<file path="src/rtl/ov5640_cfg_pkg.sv">
// Shared definitions for the OV5640 register-table configuration sequencer:
// state encoding, table-entry field positions and default timing constants.
package ov5640_cfg_pkg;

  typedef enum logic [2:0] {
    S_IDLE,
    S_PWRUP,
    S_FETCH,
    S_REQ,
    S_GAP,
    S_DELAY,
    S_DONE,
    S_ERR
  } cfg_state_e;

  localparam int ADDR_MSB = 23;
  localparam int ADDR_LSB = 8;
  localparam int DATA_MSB = 7;
  localparam int IDX_W    = 9;

  localparam int DEF_PWRUP_CYC   = 500000;
  localparam int DEF_RST_DLY_CYC = 125000;
  localparam int DEF_GAP_CYC     = 256;
  localparam int DEF_RST_INDEX   = 1;
  localparam int DEF_MAX_RETRY   = 3;

  function automatic int max3(input int a, input int b, input int c);
    int m;
    m = (a > b) ? a : b;
    return (m > c) ? m : c;
  endfunction

endpackage

</file>
<file path="src/rtl/cfg_delay_cnt.sv">
// Free-running wait counter shared by the power-up, gap and reset-delay
// states; cleared on state entry, flags when it reaches the terminal value.
module cfg_delay_cnt #(
  parameter int W = 8
) (
  input  logic         clk_i,
  input  logic         rst_i,
  input  logic         clr_i,
  input  logic [W-1:0] term_i,
  output logic         tc_o
);

  logic [W-1:0] cnt_q, cnt_d;

  always_comb begin
    cnt_d = clr_i ? '0 : cnt_q + 1'b1;
  end

  always_ff @(posedge clk_i) begin
    if (rst_i) cnt_q <= '0;
    else       cnt_q <= cnt_d;
  end

  assign tc_o = (cnt_q == term_i);

endmodule

</file>
<file path="src/rtl/ov5640_cfg_seq.sv">
// Walks the OV5640 register table, issuing one SCCB write per entry with
// power-up wait, post-reset delay, inter-write gap and bounded NACK retry.
module ov5640_cfg_seq
  import ov5640_cfg_pkg::*;
#(
  parameter int PWRUP_CYC   = DEF_PWRUP_CYC,
  parameter int RST_DLY_CYC = DEF_RST_DLY_CYC,
  parameter int GAP_CYC     = DEF_GAP_CYC,
  parameter int RST_INDEX   = DEF_RST_INDEX,
  parameter int MAX_RETRY   = DEF_MAX_RETRY
) (
  input  logic             clk_i,
  input  logic             rst_i,
  input  logic             cfg_start_i,
  output logic [IDX_W-1:0] reg_index_o,
  input  logic [31:0]      reg_data_i,
  input  logic [IDX_W-1:0] reg_size_i,
  output logic             wr_req_o,
  output logic [15:0]      wr_addr_o,
  output logic [7:0]       wr_data_o,
  input  logic             wr_ack_i,
  input  logic             wr_nack_i,
  output logic             cfg_busy_o,
  output logic             cfg_done_o,
  output logic             cfg_err_o
);

  localparam int CNT_MAX = max3(PWRUP_CYC, RST_DLY_CYC, GAP_CYC);
  localparam int CNT_W   = (CNT_MAX > 1) ? $clog2(CNT_MAX) : 1;
  localparam int RTY_W   = (MAX_RETRY > 0) ? $clog2(MAX_RETRY + 1) : 1;

  cfg_state_e       state_q, state_d;
  logic [IDX_W-1:0] idx_q, idx_d, size_q, size_d, idx_nxt;
  logic [15:0]      addr_q, addr_d;
  logic [7:0]       data_q, data_d;
  logic [RTY_W-1:0] retry_q, retry_d;
  logic             resend_q, resend_d;
  logic [CNT_W-1:0] term;
  logic             tc;
  logic             unused_hi;

  assign unused_hi = ^reg_data_i[31:24];
  assign idx_nxt   = idx_q + 1'b1;

  cfg_delay_cnt #(.W(CNT_W)) u_cnt (
    .clk_i  (clk_i),
    .rst_i  (rst_i),
    .clr_i  (state_d != state_q),
    .term_i (term),
    .tc_o   (tc)
  );

  always_comb begin
    state_d  = state_q;
    idx_d    = idx_q;
    size_d   = size_q;
    addr_d   = addr_q;
    data_d   = data_q;
    retry_d  = retry_q;
    resend_d = resend_q;
    term     = '0;
    case (state_q)
      S_IDLE, S_DONE, S_ERR: begin
        if (cfg_start_i) begin
          state_d = S_PWRUP;
          idx_d   = '0;
          size_d  = reg_size_i;
        end
      end
      S_PWRUP: begin
        term = CNT_W'(PWRUP_CYC - 1);
        if (tc) state_d = (size_q == '0) ? S_DONE : S_FETCH;
      end
      S_FETCH: begin
        addr_d   = reg_data_i[ADDR_MSB:ADDR_LSB];
        data_d   = reg_data_i[DATA_MSB:0];
        retry_d  = '0;
        resend_d = 1'b0;
        state_d  = S_REQ;
      end
      S_REQ: begin
        // A simultaneous ack+nack is treated as a failed write.
        if (wr_nack_i) begin
          if (retry_q == RTY_W'(MAX_RETRY)) begin
            state_d = S_ERR;
          end else begin
            retry_d  = retry_q + 1'b1;
            resend_d = 1'b1;
            state_d  = S_GAP;
          end
        end else if (wr_ack_i) begin
          resend_d = 1'b0;
          state_d  = (idx_q == IDX_W'(RST_INDEX)) ? S_DELAY : S_GAP;
        end
      end
      S_GAP, S_DELAY: begin
        term = (state_q == S_GAP) ? CNT_W'(GAP_CYC - 1) : CNT_W'(RST_DLY_CYC - 1);
        if (tc) begin
          if (resend_q) begin
            state_d = S_REQ;
          end else begin
            idx_d   = idx_nxt;
            state_d = (idx_nxt == size_q) ? S_DONE : S_FETCH;
          end
        end
      end
      default: state_d = S_IDLE;
    endcase
  end

  always_ff @(posedge clk_i) begin
    if (rst_i) begin
      state_q  <= S_IDLE;
      idx_q    <= '0;
      size_q   <= '0;
      addr_q   <= '0;
      data_q   <= '0;
      retry_q  <= '0;
      resend_q <= 1'b0;
    end else begin
      state_q  <= state_d;
      idx_q    <= idx_d;
      size_q   <= size_d;
      addr_q   <= addr_d;
      data_q   <= data_d;
      retry_q  <= retry_d;
      resend_q <= resend_d;
    end
  end

  assign reg_index_o = idx_q;
  assign wr_req_o    = (state_q == S_REQ);
  assign wr_addr_o   = addr_q;
  assign wr_data_o   = data_q;
  assign cfg_done_o  = (state_q == S_DONE);
  assign cfg_err_o   = (state_q == S_ERR);
  assign cfg_busy_o  = !(state_q inside {S_IDLE, S_DONE, S_ERR});

endmodule

</file>
<file path="config.mk">
export PLATFORM = sky130hd
export DESIGN_NAME = ov5640_cfg_seq
export DESIGN_NICKNAME = d
export VERILOG_FILES = /design/src/rtl/ov5640_cfg_pkg.sv /design/src/rtl/cfg_delay_cnt.sv /design/src/rtl/ov5640_cfg_seq.sv
export SDC_FILE = /design/constraint.sdc
export NUM_CORES = 1
export LEC_CHECK = 0
export CAP_MARGIN = 20
export CORE_MARGIN = 3
export CORE_UTILIZATION = 45
export DETAILED_ROUTE_END_ITERATION = 10
export DONT_BUFFER_PORTS = 1
export PLACE_DENSITY = 0.62
export SYNTH_ARGS = -nofsm -noshare
export SYNTH_HDL_FRONTEND = slang
export SYNTH_SLANG_ARGS = --single-unit
</file>
<file path="constraint.sdc">
create_clock -name clk_i -period 3 [get_ports clk_i]
set_input_delay 0.3 -clock clk_i [delete_from_list [all_inputs] [get_ports clk_i]]
set_output_delay 0.3 -clock clk_i [all_outputs]
set_load 0.02 [all_outputs]
</file>
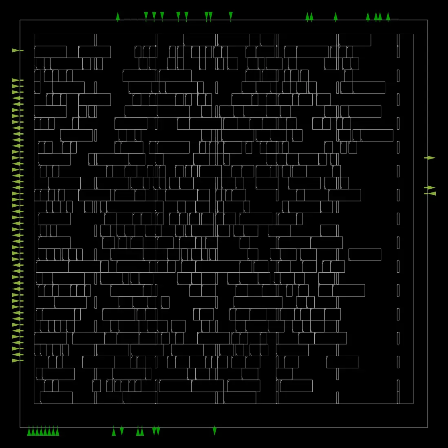
final_placement.png
Core Rows: 31
fillcell total: 757
Post-Route Utilization: 50.6%

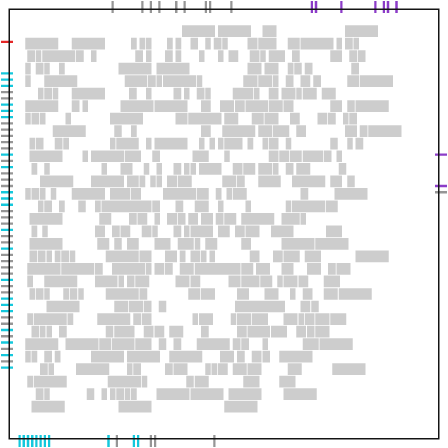
pins.png
Pins as bars across the die edge, other pins in gray.
reg_index_o: in purple, pins 9, direction output, edge 7 top, 2 right. reg_data_i: in cyan, pins 32, direction input, edge 21 left, 11 bottom. clk_i: in red, pins 1, direction input, edge left.
All pins by edge: 49 left, 16 top, 15 bottom, 3 right.

==> impl_metrics.tcl <==
# collected from the flow reports
set metrics [dict create \
    synth_nets 474 \
    log.warning_count 35 \
    p_clk_share_pct 42.2 \
    io_pins 83 \
    tightest_slew_ps 859 \
    fin_setup_tns_ps 0 \
    status "complete, no violations" \
    powerDensity_mw_per_mm2 533 \
    worstHoldPathType "in2reg" \
    die_area_mm2 0.00864 \
    synth-edff-count 0 \
    grt_max_degree 73 \
    path_max_fanout 19 \
    top_area_share_pct 39.4 \
    routed_wirelength_um 8020 \
    critPathKind "reg2reg" \
    p_sw_share_pct 25.8 \
    yosys_area_mm2 0.00340 \
    cts.sinks 67 \
    fp_util_pct 46.7 \
]
## final timing paths
check | start | endpoint | slack, ps | cells past startpoint
setup / recovery | state_q[1]$_SDFF_PP0_ | u_cnt.cnt_q[8]$_SDFF_PP0_ | 400 | 7
hold / removal | rst_i | size_q[8]$_SDFFE_PP0P_ | 30 | 1
hold reg to reg | size_q[8]$_SDFFE_PP0P_ | size_q[8]$_SDFFE_PP0P_ | 480 | 2
setup reg to reg | state_q[1]$_SDFF_PP0_ | u_cnt.cnt_q[8]$_SDFF_PP0_ | 400 | 7
## metrics by stage
step | area [um2] | std cells | power, mW
global placement | 3470 | 505 | 1.15
floorplan | 3400 | 424 | 1.13
global route | 3690 | 521 | 2.05
detailed placement | 3470 | 505 | 1.16
CTS | 3690 | 521 | 1.99
finish | 3690 | 521 | 1.96
## kinds of logic after synthesis
logic type	count (synthesis)	share of synthesized area (%)
AND-OR/OR-AND	84	15.7
XOR/XNOR	28	7.21
adder cells (fa/ha/maj)	4	1.47
buffers and inverters	32	4.23
flip-flops	67	39.4
multiplexers	9	2.87
AND/OR/NAND/NOR	200	29.1
## power by group through the flow
stage | registers [mW] | logic, mW | clock network (mW)
floorplan | 0.949 | 0.180 | 0
global route | 0.942 | 0.222 | 0.888
global placement | 0.959 | 0.193 | 0
finish | 0.939 | 0.197 | 0.828
CTS | 0.939 | 0.197 | 0.856
detailed placement | 0.960 | 0.196 | 0
## layout make-up
| class | count | share of cell area, % |
|---|---|---|
| Inverter | 6 | 0.611 |
| Timing Repair Buffer | 8 | 1.63 |
| Sequential cell | 67 | 36.4 |
| Clock inverter | 6 | 2.44 |
| Tap cell | 99 | 3.36 |
| Multi-Input combinational cell | 325 | 52.1 |
| Clock buffer | 10 | 3.46 |
## sequential cells by signal, indices dropped and copies added, names as in the netlist
| signal | flops |
|---|---|
| retry_q | 2 |
| size_q | 9 |
| wr_data_o | 8 |
| u_cnt.cnt_q | 19 |
| reg_index_o | 9 |
| state_q | 3 |
| wr_addr_o | 16 |
| resend_q | 1 |
## metal layers
metal,vias up,GRT usage [%],wire length [um]
li1,1473,-,-
met1,1329,25.8,3790
met2,94,28.1,3450
met3,6,6.42,712
met4,0,8.18,69
met5,-,0,0
## critical path, delay by kind of cell, from the launching register on
family	cells	cell delay [ps]
compound gates	2	740
flops	1	530
buf+inv	2	500
simple gates	2	470
mux	1	240
## layout by cell type, fill, tap and decap left out, drive strengths merged, types with 2 or more instances in the layout
cell     instances
a211o            3
mux2i            6
nand3           16
clkinv           3
bufinv           2
buf              8
mux2             3
nand4            9
dfxtp           67
nand2b           5
o21ai           10
nor2            21
nor3            24
nand2           89
and2             3
o211ai           2
a211oi           2
clkbuf          10
xnor2           10
o31ai            6
a21oi           44
a22oi            3
a21o             2
xor2            18
inv              6
ha               4
and3            11
nor4             5
a2111oi          2
and4             2
nor3b            2
nor2b            8
Power and IR drop assume default switching activity.
